$ cat config.mk
export PLATFORM = sky130hd
export DESIGN_NAME = sram_arbiter_flat
export DESIGN_NICKNAME = d
export VERILOG_FILES = /design/src/rtl/sram_arbiter_if.sv /design/src/rtl/sram_arbiter.sv /design/src/flat_wrapper.sv
export SDC_FILE = /design/constraint.sdc
export NUM_CORES = 1
export LEC_CHECK = 0
export ABC_AREA = 1
export CORE_MARGIN = 2
export CORE_UTILIZATION = 45
export DETAILED_ROUTE_END_ITERATION = 6
export GPL_ROUTABILITY_DRIVEN = 0
export PLACE_DENSITY_LB_ADDON = 0.2
export SETUP_SLACK_MARGIN = 0.5
export SYNTH_ARGS = -nofsm -noshare
export SYNTH_HDL_FRONTEND = slang
export SYNTH_SLANG_ARGS = --single-unit
$ cat constraint.sdc
create_clock -name Clock -period 4.37 [get_ports Clock]
set_input_delay 1.311 -clock Clock [delete_from_list [all_inputs] [get_ports Clock]]
set_output_delay 1.311 -clock Clock [all_outputs]
set_load 0.03 [all_outputs]
$ cat src/rtl/sram_arbiter_if.sv
// Requester-side and SRAM-side signal bundle for the two-requester SRAM arbiter.
// The slave modport is the arbiter; the master modport is the requesters plus the SRAM.
interface sram_arbiter_if #(
  parameter int ADR = 8,
  parameter int DAT = 8
);
  logic           ReqA;
  logic           ReqB;
  logic           WrA;
  logic           WrB;
  logic [ADR-1:0] AddrA;
  logic [ADR-1:0] AddrB;
  logic [DAT-1:0] WDataA;
  logic [DAT-1:0] WDataB;
  logic           GntA;
  logic           GntB;
  logic           RdValidA;
  logic           RdValidB;
  logic [DAT-1:0] RdDataA;
  logic [DAT-1:0] RdDataB;
  logic           SramCS;
  logic           SramWE;
  logic           SramRE;
  logic [ADR-1:0] SramAddr;
  logic [DAT-1:0] SramDIn;
  logic [DAT-1:0] SramDOut;

  modport master (
    output ReqA, ReqB, WrA, WrB, AddrA, AddrB, WDataA, WDataB, SramDOut,
    input  GntA, GntB, RdValidA, RdValidB, RdDataA, RdDataB,
    input  SramCS, SramWE, SramRE, SramAddr, SramDIn
  );

  modport slave (
    input  ReqA, ReqB, WrA, WrB, AddrA, AddrB, WDataA, WDataB, SramDOut,
    output GntA, GntB, RdValidA, RdValidB, RdDataA, RdDataB,
    output SramCS, SramWE, SramRE, SramAddr, SramDIn
  );
endinterface

$ cat src/rtl/sram_arbiter.sv
// Round-robin arbiter/sequencer giving two requesters access to one single-port
// synchronous SRAM, one operation in flight at a time; all outputs registered.
module sram_arbiter #(
  parameter int ADR = 8,
  parameter int DAT = 8
) (
  input logic           Clock,
  input logic           Reset,
  sram_arbiter_if.slave bus
);

  localparam logic [1:0] IDLE   = 2'd0;
  localparam logic [1:0] CMD    = 2'd1;
  localparam logic [1:0] RDWAIT = 2'd2;

  logic [1:0]     state_r;
  logic           last_gnt_r;  // 1 = B was granted last
  logic           cur_id_r;
  logic           cur_wr_r;
  logic           gnt_a_r;
  logic           gnt_b_r;
  logic           rdv_a_r;
  logic           rdv_b_r;
  logic           cs_r;
  logic           we_r;
  logic           re_r;
  logic [ADR-1:0] addr_r;
  logic [DAT-1:0] din_r;
  logic [DAT-1:0] rdata_a_r;
  logic [DAT-1:0] rdata_b_r;

  logic           any_req_s;
  logic           win_b_s;
  logic           win_wr_s;
  logic [ADR-1:0] win_addr_s;
  logic [DAT-1:0] win_data_s;

  // Winner selection: a tie goes to whichever requester was not granted last
  always_comb begin
    any_req_s = bus.ReqA | bus.ReqB;
    if (bus.ReqA && bus.ReqB) begin
      win_b_s = ~last_gnt_r;
    end else begin
      win_b_s = bus.ReqB;
    end
    if (win_b_s) begin
      win_wr_s   = bus.WrB;
      win_addr_s = bus.AddrB;
      win_data_s = bus.WDataB;
    end else begin
      win_wr_s   = bus.WrA;
      win_addr_s = bus.AddrA;
      win_data_s = bus.WDataA;
    end
  end

  // Sequencer: IDLE issues a command, CMD retires it, RDWAIT returns read data
  always_ff @(posedge Clock or posedge Reset) begin
    if (Reset) begin
      state_r    <= IDLE;
      last_gnt_r <= 1'b1;
      cur_id_r   <= 1'b0;
      cur_wr_r   <= 1'b0;
      gnt_a_r    <= 1'b0;
      gnt_b_r    <= 1'b0;
      rdv_a_r    <= 1'b0;
      rdv_b_r    <= 1'b0;
      cs_r       <= 1'b0;
      we_r       <= 1'b0;
      re_r       <= 1'b0;
      addr_r     <= {ADR{1'b0}};
      din_r      <= {DAT{1'b0}};
      rdata_a_r  <= {DAT{1'b0}};
      rdata_b_r  <= {DAT{1'b0}};
    end else begin
      gnt_a_r <= 1'b0;
      gnt_b_r <= 1'b0;
      rdv_a_r <= 1'b0;
      rdv_b_r <= 1'b0;
      case (state_r)
        IDLE: begin
          if (any_req_s) begin
            addr_r     <= win_addr_s;
            din_r      <= win_data_s;
            cs_r       <= 1'b1;
            we_r       <= win_wr_s;
            re_r       <= ~win_wr_s;
            gnt_a_r    <= ~win_b_s;
            gnt_b_r    <= win_b_s;
            last_gnt_r <= win_b_s;
            cur_id_r   <= win_b_s;
            cur_wr_r   <= win_wr_s;
            state_r    <= CMD;
          end
        end
        CMD: begin
          // SRAM samples the command on this edge; address/data stay put
          cs_r    <= 1'b0;
          we_r    <= 1'b0;
          re_r    <= 1'b0;
          state_r <= cur_wr_r ? IDLE : RDWAIT;
        end
        RDWAIT: begin
          if (cur_id_r) begin
            rdata_b_r <= bus.SramDOut;
            rdv_b_r   <= 1'b1;
          end else begin
            rdata_a_r <= bus.SramDOut;
            rdv_a_r   <= 1'b1;
          end
          state_r <= IDLE;
        end
        default: begin
          cs_r    <= 1'b0;
          we_r    <= 1'b0;
          re_r    <= 1'b0;
          state_r <= IDLE;
        end
      endcase
    end
  end

  assign bus.GntA     = gnt_a_r;
  assign bus.GntB     = gnt_b_r;
  assign bus.RdValidA = rdv_a_r;
  assign bus.RdValidB = rdv_b_r;
  assign bus.RdDataA  = rdata_a_r;
  assign bus.RdDataB  = rdata_b_r;
  assign bus.SramCS   = cs_r;
  assign bus.SramWE   = we_r;
  assign bus.SramRE   = re_r;
  assign bus.SramAddr = addr_r;
  assign bus.SramDIn  = din_r;

endmodule

$ cat src/flat_wrapper.sv
// flat-port wrapper written by rule: the top's interface ports become plain ports
module sram_arbiter_flat 
#(
  parameter int ADR = 8,
  parameter int DAT = 8
)
  (Clock, Reset, bus_ReqA, bus_ReqB, bus_WrA, bus_WrB, bus_AddrA, bus_AddrB, bus_WDataA, bus_WDataB, bus_SramDOut, bus_GntA, bus_GntB, bus_RdValidA, bus_RdValidB, bus_RdDataA, bus_RdDataB, bus_SramCS, bus_SramWE, bus_SramRE, bus_SramAddr, bus_SramDIn);
  sram_arbiter_if #(.ADR(ADR), .DAT(DAT)) bus_i ();
  input logic Clock;
  input logic Reset;
  input wire logic [$bits(bus_i.ReqA)-1:0] bus_ReqA;
  input wire logic [$bits(bus_i.ReqB)-1:0] bus_ReqB;
  input wire logic [$bits(bus_i.WrA)-1:0] bus_WrA;
  input wire logic [$bits(bus_i.WrB)-1:0] bus_WrB;
  input wire logic [$bits(bus_i.AddrA)-1:0] bus_AddrA;
  input wire logic [$bits(bus_i.AddrB)-1:0] bus_AddrB;
  input wire logic [$bits(bus_i.WDataA)-1:0] bus_WDataA;
  input wire logic [$bits(bus_i.WDataB)-1:0] bus_WDataB;
  input wire logic [$bits(bus_i.SramDOut)-1:0] bus_SramDOut;
  output wire logic [$bits(bus_i.GntA)-1:0] bus_GntA;
  output wire logic [$bits(bus_i.GntB)-1:0] bus_GntB;
  output wire logic [$bits(bus_i.RdValidA)-1:0] bus_RdValidA;
  output wire logic [$bits(bus_i.RdValidB)-1:0] bus_RdValidB;
  output wire logic [$bits(bus_i.RdDataA)-1:0] bus_RdDataA;
  output wire logic [$bits(bus_i.RdDataB)-1:0] bus_RdDataB;
  output wire logic [$bits(bus_i.SramCS)-1:0] bus_SramCS;
  output wire logic [$bits(bus_i.SramWE)-1:0] bus_SramWE;
  output wire logic [$bits(bus_i.SramRE)-1:0] bus_SramRE;
  output wire logic [$bits(bus_i.SramAddr)-1:0] bus_SramAddr;
  output wire logic [$bits(bus_i.SramDIn)-1:0] bus_SramDIn;
  assign bus_i.ReqA = bus_ReqA;
  assign bus_i.ReqB = bus_ReqB;
  assign bus_i.WrA = bus_WrA;
  assign bus_i.WrB = bus_WrB;
  assign bus_i.AddrA = bus_AddrA;
  assign bus_i.AddrB = bus_AddrB;
  assign bus_i.WDataA = bus_WDataA;
  assign bus_i.WDataB = bus_WDataB;
  assign bus_i.SramDOut = bus_SramDOut;
  assign bus_GntA = bus_i.GntA;
  assign bus_GntB = bus_i.GntB;
  assign bus_RdValidA = bus_i.RdValidA;
  assign bus_RdValidB = bus_i.RdValidB;
  assign bus_RdDataA = bus_i.RdDataA;
  assign bus_RdDataB = bus_i.RdDataB;
  assign bus_SramCS = bus_i.SramCS;
  assign bus_SramWE = bus_i.SramWE;
  assign bus_SramRE = bus_i.SramRE;
  assign bus_SramAddr = bus_i.SramAddr;
  assign bus_SramDIn = bus_i.SramDIn;
  sram_arbiter #(.ADR(ADR), .DAT(DAT)) u_core (.Clock(Clock), .Reset(Reset), .bus(bus_i));
endmodule
Cell outlines without signal wires:
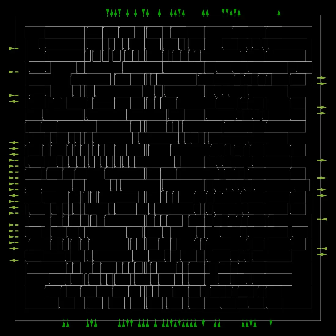
post-route core utilization: 67.7%
floorplan core area: 4320 um2

==> impl_metrics.json <==
{
  "run_status": "finished clean",
  "regArea_um2": 1100,
  "seq_share_pct": 37.6,
  "die-area_um2": 4990,
  "cp-end-kind": "flip-flop",
  "timing.final.ws_setup_ns": 1.67,
  "post_synth_cell_types": 20,
  "via_per_inst": 4.72,
  "num_antenna_cells": 0,
  "syn-mean-instance-area_um2": 8.80,
  "worst_setup_path_startpoint": "bus_ReqB",
  "layout.nets": 355,
  "synth_top_flop_cell": "sky130_fd_sc_hd__dfrtp_1",
  "async_set_or_reset_flop_fraction_in_the_synthesized_netlist_pct": 100,
  "fp-row-count": 24,
  "power.share.sequential_pct": 33.5,
  "globalRouteOverflowTotal": 0,
  "power_frac_comb_pct": 52.1,
  "tool_warnings": 26,
  "pwr.group.sequential_w": 0.000714,
  "final_area_um2": 2930,
  "clkPwrFrac_pct": 14.4,
  "comb_area_share_pct": 23.2,
  "clkLatencyLatePin_ns": 0.29,
  "timing_worst_slew_pin_value_ns": 0.862,
  "pre_cts_slack_ns": 1.33,
  "drtPass1Iterations": 4,
  "tapCellCount": 52,
  "dr_total_vias": 1707,
  "cts_max_level": 2,
  "grt_antenna_before_repair": 0,
  "p_sw_share_pct": 43.0,
  "postPlaceCellArea_um2": 2820,
  "cp.required_ns": 4.56,
  "final_cell_count_no_fill": 362,
  "wl_per_cell_um": 11.9
}
Cell area per tile:
The bar under the picture is 20 um long. The die is cut into 7 by 7 equal tiles; white is low, dark blue is high, 0 to 100% covered.
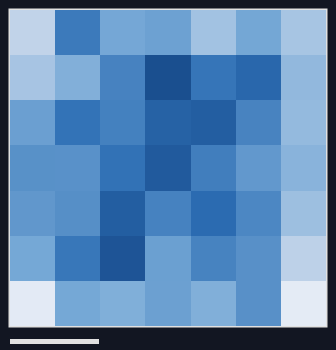
mean over tiles: 57%
fullest tile: 88%
tiles over 75% full: 16%
densest ninth of the die: middle
FP Core Util: 46.2%

-- registers in the layout, summed over array words and instances, names as in the netlist --
signal	count
u_core.cur_id_r	1
u_core.bus.SramAddr	8
u_core.bus.SramDIn	8
u_core.bus.SramCS	1
u_core.cur_wr_r	1
u_core.bus.RdDataB	8
u_core.bus.RdValidA	1
u_core.bus.GntA	1
u_core.bus.GntB	1
u_core.bus.SramWE	1
u_core.bus.RdDataA	8
u_core.bus.SramRE	1
u_core.state_r	2
u_core.bus.RdValidB	1
u_core.last_gnt_r	1
-- per-layer routing --
layer  wire length [um]  up-vias  GRT usage (%)  part of all wire [%]
met5                  0        -              0                     0
met4                 57        0           6.08                   1.3
met3                243        8           5.41                   5.6
met2               2120       58           29.4                    49
met1               1880      782           25.2                    44
li1                   -      859              -                     -
